[config.mk]
export PLATFORM = sky130hd
export DESIGN_NAME = demux1x2_buf_flat
export DESIGN_NICKNAME = d
export VERILOG_FILES = /design/src/rtl/demux1x2_buf_if.sv /design/src/rtl/demux1x2_buf.sv /design/src/flat_wrapper.sv
export SDC_FILE = /design/constraint.sdc
export NUM_CORES = 1
export LEC_CHECK = 0
export CORE_MARGIN = 2
export CORE_UTILIZATION = 40
export CTS_CLUSTER_DIAMETER = 100
export DETAILED_ROUTE_END_ITERATION = 6
export GPL_TIMING_DRIVEN = 1
export PLACE_DENSITY = 0.73
export SLEW_MARGIN = 20
export SYNTH_ARGS = -nofsm -noshare
export SYNTH_HDL_FRONTEND = slang
export SYNTH_SLANG_ARGS = --single-unit
[constraint.sdc]
create_clock -name clk -period 1.7 [get_ports clk]
set_clock_uncertainty 0.15 [all_clocks]
set_input_delay 0.34 -clock clk [delete_from_list [all_inputs] [get_ports clk]]
set_output_delay 0.34 -clock clk [all_outputs]
set_load 0.05 [all_outputs]
[src/rtl/demux1x2_buf_if.sv]
// Handshake bundle for the 1-to-2 word demultiplexer: one input stream, two output channels.
// Latency: none (signal bundle only).
// Backpressure: in_ready flows back to the producer; YA_ready/YB_ready flow back from consumers.
interface demux1x2_buf_if #(
  parameter int WIDTH = 32
);
  logic [WIDTH-1:0] D;
  logic             S;
  logic             in_valid;
  logic             in_ready;
  logic [WIDTH-1:0] YA;
  logic             YA_valid;
  logic             YA_ready;
  logic [WIDTH-1:0] YB;
  logic             YB_valid;
  logic             YB_ready;
  logic [7:0]       cnt_a;
  logic [7:0]       cnt_b;

  // Producer/consumer side: drives the input word and both output readies.
  modport master (
    output D, S, in_valid, YA_ready, YB_ready,
    input  in_ready, YA, YA_valid, YB, YB_valid, cnt_a, cnt_b
  );

  // Demultiplexer side.
  modport slave (
    input  D, S, in_valid, YA_ready, YB_ready,
    output in_ready, YA, YA_valid, YB, YB_valid, cnt_a, cnt_b
  );
endinterface

[src/rtl/demux1x2_buf.sv]
// Small register-based FIFO whose head entry drives the channel output directly.
// Latency: a push into an empty FIFO is visible at the head one edge later.
// Backpressure: full is derived from the count alone, so a same-cycle pop never frees a slot early.
module demux1x2_buf_fifo #(
  parameter int WIDTH = 32,
  parameter int DEPTH = 2
) (
  input  logic             clk,
  input  logic             rst_n,
  input  logic             push,
  input  logic [WIDTH-1:0] push_dat,
  input  logic             pop,
  output logic [WIDTH-1:0] head_dat,
  output logic             head_vld,
  output logic             full
);
  localparam int AW = $clog2(DEPTH);
  localparam int CW = AW + 1;

  logic [WIDTH-1:0] mem [DEPTH];
  logic [AW-1:0]    wr_ptr;
  logic [AW-1:0]    rd_ptr;
  logic [CW-1:0]    count;
  logic             push_ok;
  logic             pop_ok;

  assign full     = (count == CW'(DEPTH));
  assign head_vld = (count != '0);
  assign push_ok  = push & ~full;
  assign pop_ok   = pop & head_vld;
  // An empty FIFO presents zero so the output is well defined after reset and after draining.
  assign head_dat = head_vld ? mem[rd_ptr] : '0;

  // Storage: write the incoming word at the tail slot.
  always_ff @(posedge clk or negedge rst_n) begin
    if (!rst_n) begin
      for (int i = 0; i < DEPTH; i++) begin
        mem[i] <= '0;
      end
    end else if (push_ok) begin
      mem[wr_ptr] <= push_dat;
    end
  end

  // Pointers: DEPTH is a power of two, so natural overflow gives the modulo wrap.
  always_ff @(posedge clk or negedge rst_n) begin
    if (!rst_n) begin
      wr_ptr <= '0;
      rd_ptr <= '0;
    end else begin
      if (push_ok) wr_ptr <= wr_ptr + AW'(1);
      if (pop_ok)  rd_ptr <= rd_ptr + AW'(1);
    end
  end

  // Occupancy: simultaneous push and pop leave the count unchanged.
  always_ff @(posedge clk or negedge rst_n) begin
    if (!rst_n) begin
      count <= '0;
    end else begin
      case ({push_ok, pop_ok})
        2'b10:   count <= count + CW'(1);
        2'b01:   count <= count - CW'(1);
        default: count <= count;
      endcase
    end
  end

  // A stalled head must stay put until it is taken.
  a_head_stable: assert property (@(posedge clk) disable iff (!rst_n)
    (head_vld && !pop) |=> (head_vld && $stable(head_dat)));
endmodule

// Registered 1-to-2 demultiplexer: S steers each accepted word into channel A (0) or B (1).
// Latency: one cycle from accept to YX_valid when the target FIFO is empty; 1 word/cycle per channel.
// Backpressure: in_ready = !full of the selected FIFO only; a stalled consumer blocks only its own channel.
module demux1x2_buf #(
  parameter int WIDTH = 32,
  parameter int DEPTH = 2
) (
  input logic              clk,
  input logic              rst_n,
  demux1x2_buf_if.slave    bus
);
  logic             full_a;
  logic             full_b;
  logic             push_a;
  logic             push_b;
  logic             pop_a;
  logic             pop_b;
  logic [WIDTH-1:0] head_a;
  logic [WIDTH-1:0] head_b;
  logic             vld_a;
  logic             vld_b;
  logic [7:0]       cnt_a_q;
  logic [7:0]       cnt_b_q;

  // Ready depends only on S and FIFO fullness, never on the output readies.
  assign bus.in_ready = bus.S ? ~full_b : ~full_a;
  assign push_a       = bus.in_valid & bus.in_ready & ~bus.S;
  assign push_b       = bus.in_valid & bus.in_ready &  bus.S;
  assign pop_a        = vld_a & bus.YA_ready;
  assign pop_b        = vld_b & bus.YB_ready;

  assign bus.YA       = head_a;
  assign bus.YA_valid = vld_a;
  assign bus.YB       = head_b;
  assign bus.YB_valid = vld_b;
  assign bus.cnt_a    = cnt_a_q;
  assign bus.cnt_b    = cnt_b_q;

  demux1x2_buf_fifo #(.WIDTH(WIDTH), .DEPTH(DEPTH)) u_fifo_a (
    .clk      (clk),
    .rst_n    (rst_n),
    .push     (push_a),
    .push_dat (bus.D),
    .pop      (bus.YA_ready),
    .head_dat (head_a),
    .head_vld (vld_a),
    .full     (full_a)
  );

  demux1x2_buf_fifo #(.WIDTH(WIDTH), .DEPTH(DEPTH)) u_fifo_b (
    .clk      (clk),
    .rst_n    (rst_n),
    .push     (push_b),
    .push_dat (bus.D),
    .pop      (bus.YB_ready),
    .head_dat (head_b),
    .head_vld (vld_b),
    .full     (full_b)
  );

  // Delivery counters: one step per word handed to each consumer, wrapping at 256.
  always_ff @(posedge clk or negedge rst_n) begin
    if (!rst_n) begin
      cnt_a_q <= '0;
      cnt_b_q <= '0;
    end else begin
      if (pop_a) cnt_a_q <= cnt_a_q + 8'd1;
      if (pop_b) cnt_b_q <= cnt_b_q + 8'd1;
    end
  end
endmodule

[src/flat_wrapper.sv]
// flat-port wrapper written by rule: the top's interface ports become plain ports
module demux1x2_buf_flat 
#(
  parameter int WIDTH = 32,
  parameter int DEPTH = 2
)
  (clk, rst_n, bus_D, bus_S, bus_in_valid, bus_YA_ready, bus_YB_ready, bus_in_ready, bus_YA, bus_YA_valid, bus_YB, bus_YB_valid, bus_cnt_a, bus_cnt_b);
  demux1x2_buf_if #(.WIDTH(WIDTH)) bus_i ();
  input logic clk;
  input logic rst_n;
  input wire logic [$bits(bus_i.D)-1:0] bus_D;
  input wire logic [$bits(bus_i.S)-1:0] bus_S;
  input wire logic [$bits(bus_i.in_valid)-1:0] bus_in_valid;
  input wire logic [$bits(bus_i.YA_ready)-1:0] bus_YA_ready;
  input wire logic [$bits(bus_i.YB_ready)-1:0] bus_YB_ready;
  output wire logic [$bits(bus_i.in_ready)-1:0] bus_in_ready;
  output wire logic [$bits(bus_i.YA)-1:0] bus_YA;
  output wire logic [$bits(bus_i.YA_valid)-1:0] bus_YA_valid;
  output wire logic [$bits(bus_i.YB)-1:0] bus_YB;
  output wire logic [$bits(bus_i.YB_valid)-1:0] bus_YB_valid;
  output wire logic [$bits(bus_i.cnt_a)-1:0] bus_cnt_a;
  output wire logic [$bits(bus_i.cnt_b)-1:0] bus_cnt_b;
  assign bus_i.D = bus_D;
  assign bus_i.S = bus_S;
  assign bus_i.in_valid = bus_in_valid;
  assign bus_i.YA_ready = bus_YA_ready;
  assign bus_i.YB_ready = bus_YB_ready;
  assign bus_in_ready = bus_i.in_ready;
  assign bus_YA = bus_i.YA;
  assign bus_YA_valid = bus_i.YA_valid;
  assign bus_YB = bus_i.YB;
  assign bus_YB_valid = bus_i.YB_valid;
  assign bus_cnt_a = bus_i.cnt_a;
  assign bus_cnt_b = bus_i.cnt_b;
  demux1x2_buf #(.WIDTH(WIDTH), .DEPTH(DEPTH)) u_core (.clk(clk), .rst_n(rst_n), .bus(bus_i));
endmodule
Figure 1. Clock routing (run 1).
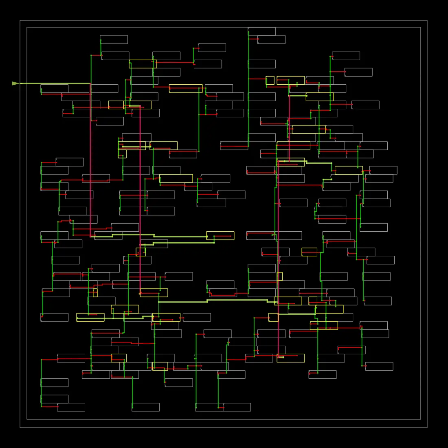
clock latency on the worst-skew pair: 0.42 ns
clk sinks: 152

Figure 2. Sequential cells colored by netlist name (run 1).
Other sequential cells in the stronger gray, the rest of the logic in the fainter gray.
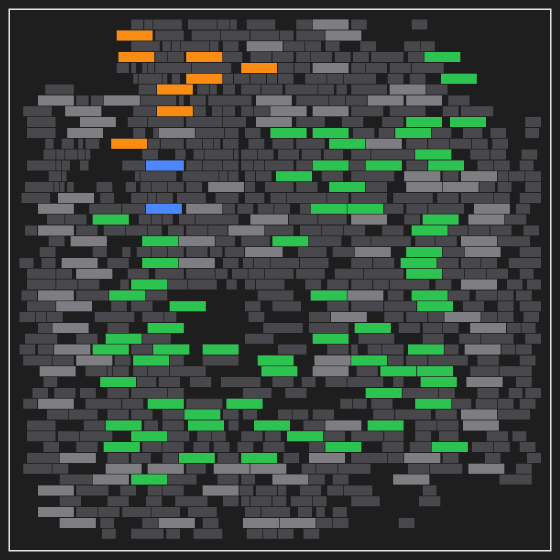
green -> u_core.u_fifo_a.mem  # placed flops 64
orange -> u_core.bus.cnt_a  # placed flops 8
blue -> u_core.u_fifo_b.count  # placed flops 2
not colored = 78

Figure 3. Logic cells by family (run 1).
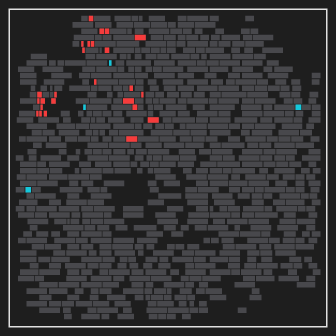
red -> nand cells  # cells 25, most used nand2_1
cyan -> inv cells  # cells 4

Figure 4. Supply network (run 1).
Pins as bars on the die edge.
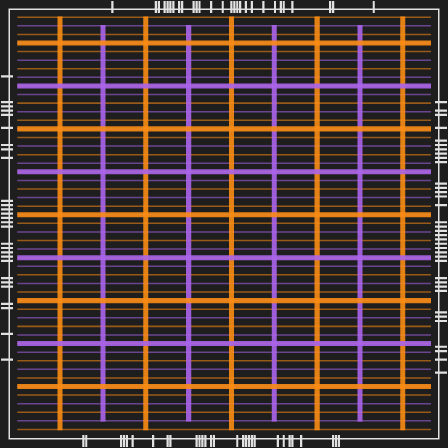
orange -> VSS
purple -> VDD
met5 straps = 9
met1 rails = 49

==> results.cfg, run 1 <==
; implementation run metrics
[final_timing]
rsz0062_at_grt = yes
setup_ws_ns = -0.459
fmax_ghz = 0.463
tightest_slew_ns = 0.436
drv_slew = 0
setup_violations = 185

[run]
warning_count = 29

[run_status]
violations = setup timing
outcome = complete, but fails checks

[cts]
cts_resized = 205
clock_path_buffers = 2
clockRootBuffer = clkbuf_16

[setup_path]
crit_path_end_kind = output pin
worstSetupPathType = reg -> out
timing.rr.end = u_core.u_fifo_a.mem[25]
r2r-start = u_core.u_fifo_a.count[0]
worst-path-stages = 6

[global_routing]
grt_overflow_total = 0

[placed_design]
place_ws_ns = -0.602
io_buffers = 120

[routing]
ant_nets = 0

[logic_synthesis]
logic_family = multiplexers
synth_cell_types = 27
ys_sh_adder = 0.00723
numSynthFlops = 152
ys_warn_count = 0
ys_sh_xor = 0.0304
ys_chip_area_um2 = 6930

[finish]
layout.cells.most_common = dfrtp_1
fin_area_um2 = 12100
lay_top_cells = 149 x dfrtp_1, 118 x mux2_4, 69 x buf_6
area_growth_pct = 74.4
run 1: sequential cells by signal, indices dropped and copies added, names as in the netlist:
register                flops
u_core.u_fifo_a.rd_ptr      1
u_core.bus.cnt_b            8
u_core.u_fifo_b.mem        64
u_core.u_fifo_a.mem        64
u_core.u_fifo_b.rd_ptr      1
u_core.u_fifo_b.count       2
u_core.bus.cnt_a            8
u_core.u_fifo_a.wr_ptr      1
u_core.u_fifo_a.count       2
u_core.u_fifo_b.wr_ptr      1
run 1: synthesized netlist by cell type (all sizes together):
cell	instances	area [µm²]
or3b	1	8.76
and3	2	12.5
nor3	6	40.0
nand4	7	43.8
xor2	8	70.1
nor2	71	267
inv	4	15.0
ha	4	50.1
nand3	3	15.0
xnor2	16	140
mux2	128	1550
nor2b	2	20.0
mux2i	64	641
a21oi	1	5.00
buf	21	126
nand2b	4	32.5
dfrtp	152	3800
clkbuf	8	30.0
nand2	11	41.3
o21ai	2	10.0
run 1: kinds of logic (layout without fill, tap and decap cells):
group / after synthesis / after routing
flops: 152 / 152
buf+inv: 33 / 243
simple gates: 107 / 107
compound gates: 3 / 3
xor+xnor: 24 / 24
fa+ha+maj: 4 / 4
mux: 192 / 192
run 1: cell type report:
cell class | count | area, µm² | area share
repair buffers | 207 | 2970 | 0.246
well taps | 225 | 282 | 0.0233
clock buffers | 22 | 484 | 0.0401
clock inverters | 10 | 165 | 0.0137
multi-input cells | 330 | 4350 | 0.360
inverters | 4 | 22.5 | 0.00186
flip-flops and latches | 152 | 3810 | 0.315
==> run 2, diff against run 1 <==
--- a/config.mk
+++ b/config.mk
@@ -5,12 +5,14 @@
 export SDC_FILE = /design/constraint.sdc
 export NUM_CORES = 1
 export LEC_CHECK = 0
+export CAP_MARGIN = 20
 export CORE_MARGIN = 2
 export CORE_UTILIZATION = 40
 export CTS_CLUSTER_DIAMETER = 100
 export DETAILED_ROUTE_END_ITERATION = 6
 export GPL_TIMING_DRIVEN = 1
 export PLACE_DENSITY = 0.73
+export SKIP_CTS_REPAIR_TIMING = 1
 export SLEW_MARGIN = 20
 export SYNTH_ARGS = -nofsm -noshare
 export SYNTH_HDL_FRONTEND = slang
Figure 5. Clock routing (run 2).
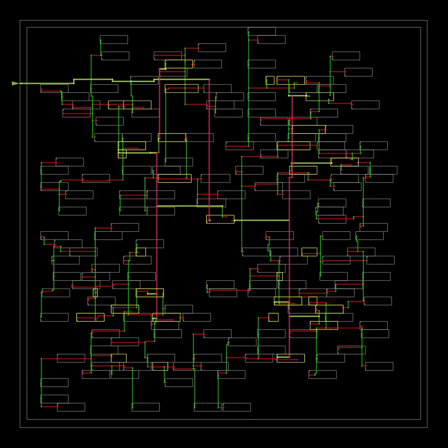
Clock buffer cells: 22

==> run 2 against run 1 <==
Against the previous run:
- critical path type unchanged
- the flow still finishes with violations (setup timing)
- worst setup slack about the same
- via count down 2.9%
==> results.cfg, run 2 <==
; implementation run metrics
[logic_synthesis]
synthArstFlopShare = 1.00
top_area_frac = 0.549
topCellsByArea = dfrtp_1 55%, mux2_2 15%, mux2i_1 9.3%, mux2_4 6.5%, nor2_1 3.8%
ys_cells = 515
top_cell = dfrtp_1
ys_seq_frac = 0.549
syn_area_per_cell_um2 = 13.4
yosysTopAreaCell = dfrtp_1
ys_chip_area_um2 = 6930
synth_cell_types = 27
ys_warn_count = 0
numSynthFlops = 152
netlist_top_cells_count = 152 x dfrtp_1, 95 x mux2_2, 71 x nor2_1
edf_count = 0
ys.flop_type = dfrtp_1

[placed_design]
io_buffers = 120
place.gp.congestion = 0.742
place_ws_ns = -0.602
place_area_um2 = 9460

[setup_path]
crit_path_end_kind = output pin
timing.rr.end = u_core.u_fifo_a.mem[7]
r2r-start = u_core.u_fifo_a.count[0]
worstSetupPathType = reg -> out
start_kind = flip-flop
path_max_fanout = 7

[cts]
clockRootBuffer = clkbuf_16
clock_latency_ns = 0.42
cts_sinks = 152
clock_path_buffers = 2
cts_buffers = 17

[finish]
area_growth_pct = 64.9
fin_area_um2 = 11400
lay_top_cells = 148 x dfrtp_1, 68 x mux2_4, 63 x nor2_4
layout.cells.most_common = dfrtp_1
top_regs = u_core.u_fifo_a.mem (64), u_core.u_fifo_b.mem (64)
logic_area_um2 = 4010

[final_timing]
setup_violations = 141
rsz0062_at_grt = yes
fmax_ghz = 0.463
setup_ws_ns = -0.459
tightest_slew_ns = 0.431
drv_slew = 0

[routing]
vias_per_cell = 5.13
ant_nets = 0

[floorplanning]
die_x_um = 136

[run]
warning_count = 28

[run_status]
outcome = complete, but fails checks
violations = setup timing

[global_routing]
grt_overflow_total = 0
Figure 6. Sequential cells colored by netlist name (run 2).
Other sequential cells in the stronger gray, the rest of the logic in the fainter gray.
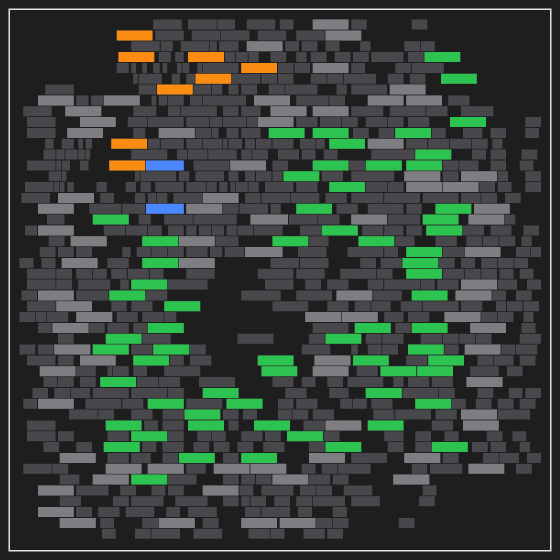
orange -> u_core.bus.cnt_a  # placed flops 8, where top left
green -> u_core.u_fifo_a.mem  # placed flops 64
blue -> u_core.u_fifo_b.count  # placed flops 2

-- run 2: how the worst max path moves through the flow --
stage                             start                 endpoint  slack (ns)  cells after the start
6_report       u_core.u_fifo_a.count[0]               bus_YA[26]       -0.46                      6
5_1_grt        u_core.u_fifo_a.count[0]               bus_YA[21]       -0.51                      6
4_1_cts        u_core.u_fifo_a.count[0]               bus_YA[23]       -0.52                      5
3_5_place_dp               bus_in_valid  u_core.u_fifo_a.mem[10]       -0.60                      5
3_3_place_gp               bus_in_valid   u_core.u_fifo_a.mem[4]       -0.56                      5
2_1_floorplan    u_core.u_fifo_b.rd_ptr                bus_YB[0]       -0.09                      3
-- run 2: cells by family (layout without fill, tap and decap cells) --
group	Yosys count	count (layout)	share of synthesized area
multiplexers	192	192	0.317
flip-flops	152	152	0.549
AND/OR/NAND/NOR	107	107	0.0694
buffers and inverters	33	223	0.0248
XOR/XNOR	24	24	0.0304
adder cells (fa/ha/maj)	4	4	0.00723
AND-OR/OR-AND	3	3	0.00217
-- run 2: layout make-up --
type,count,area share
Timing Repair Buffer,187,0.232
Tap cell,225,0.0247
Multi-Input combinational cell,330,0.351
Sequential cell,152,0.334
Clock inverter,10,0.0145
Inverter,4,0.00197
Clock buffer,22,0.0424
-- run 2: metal layers --
metal	wire length, µm	global-route usage
met1	8360	0.233
met2	10100	0.312
met3	690	0.0408
met4	279	0.0625
met5	0	0
-- run 2: critical path: cells and delay by family, from the launching register on --
family / cells / cell delay, ns
simple gates: 2 / 0.21
flops: 1 / 0.40
buf+inv: 4 / 0.62
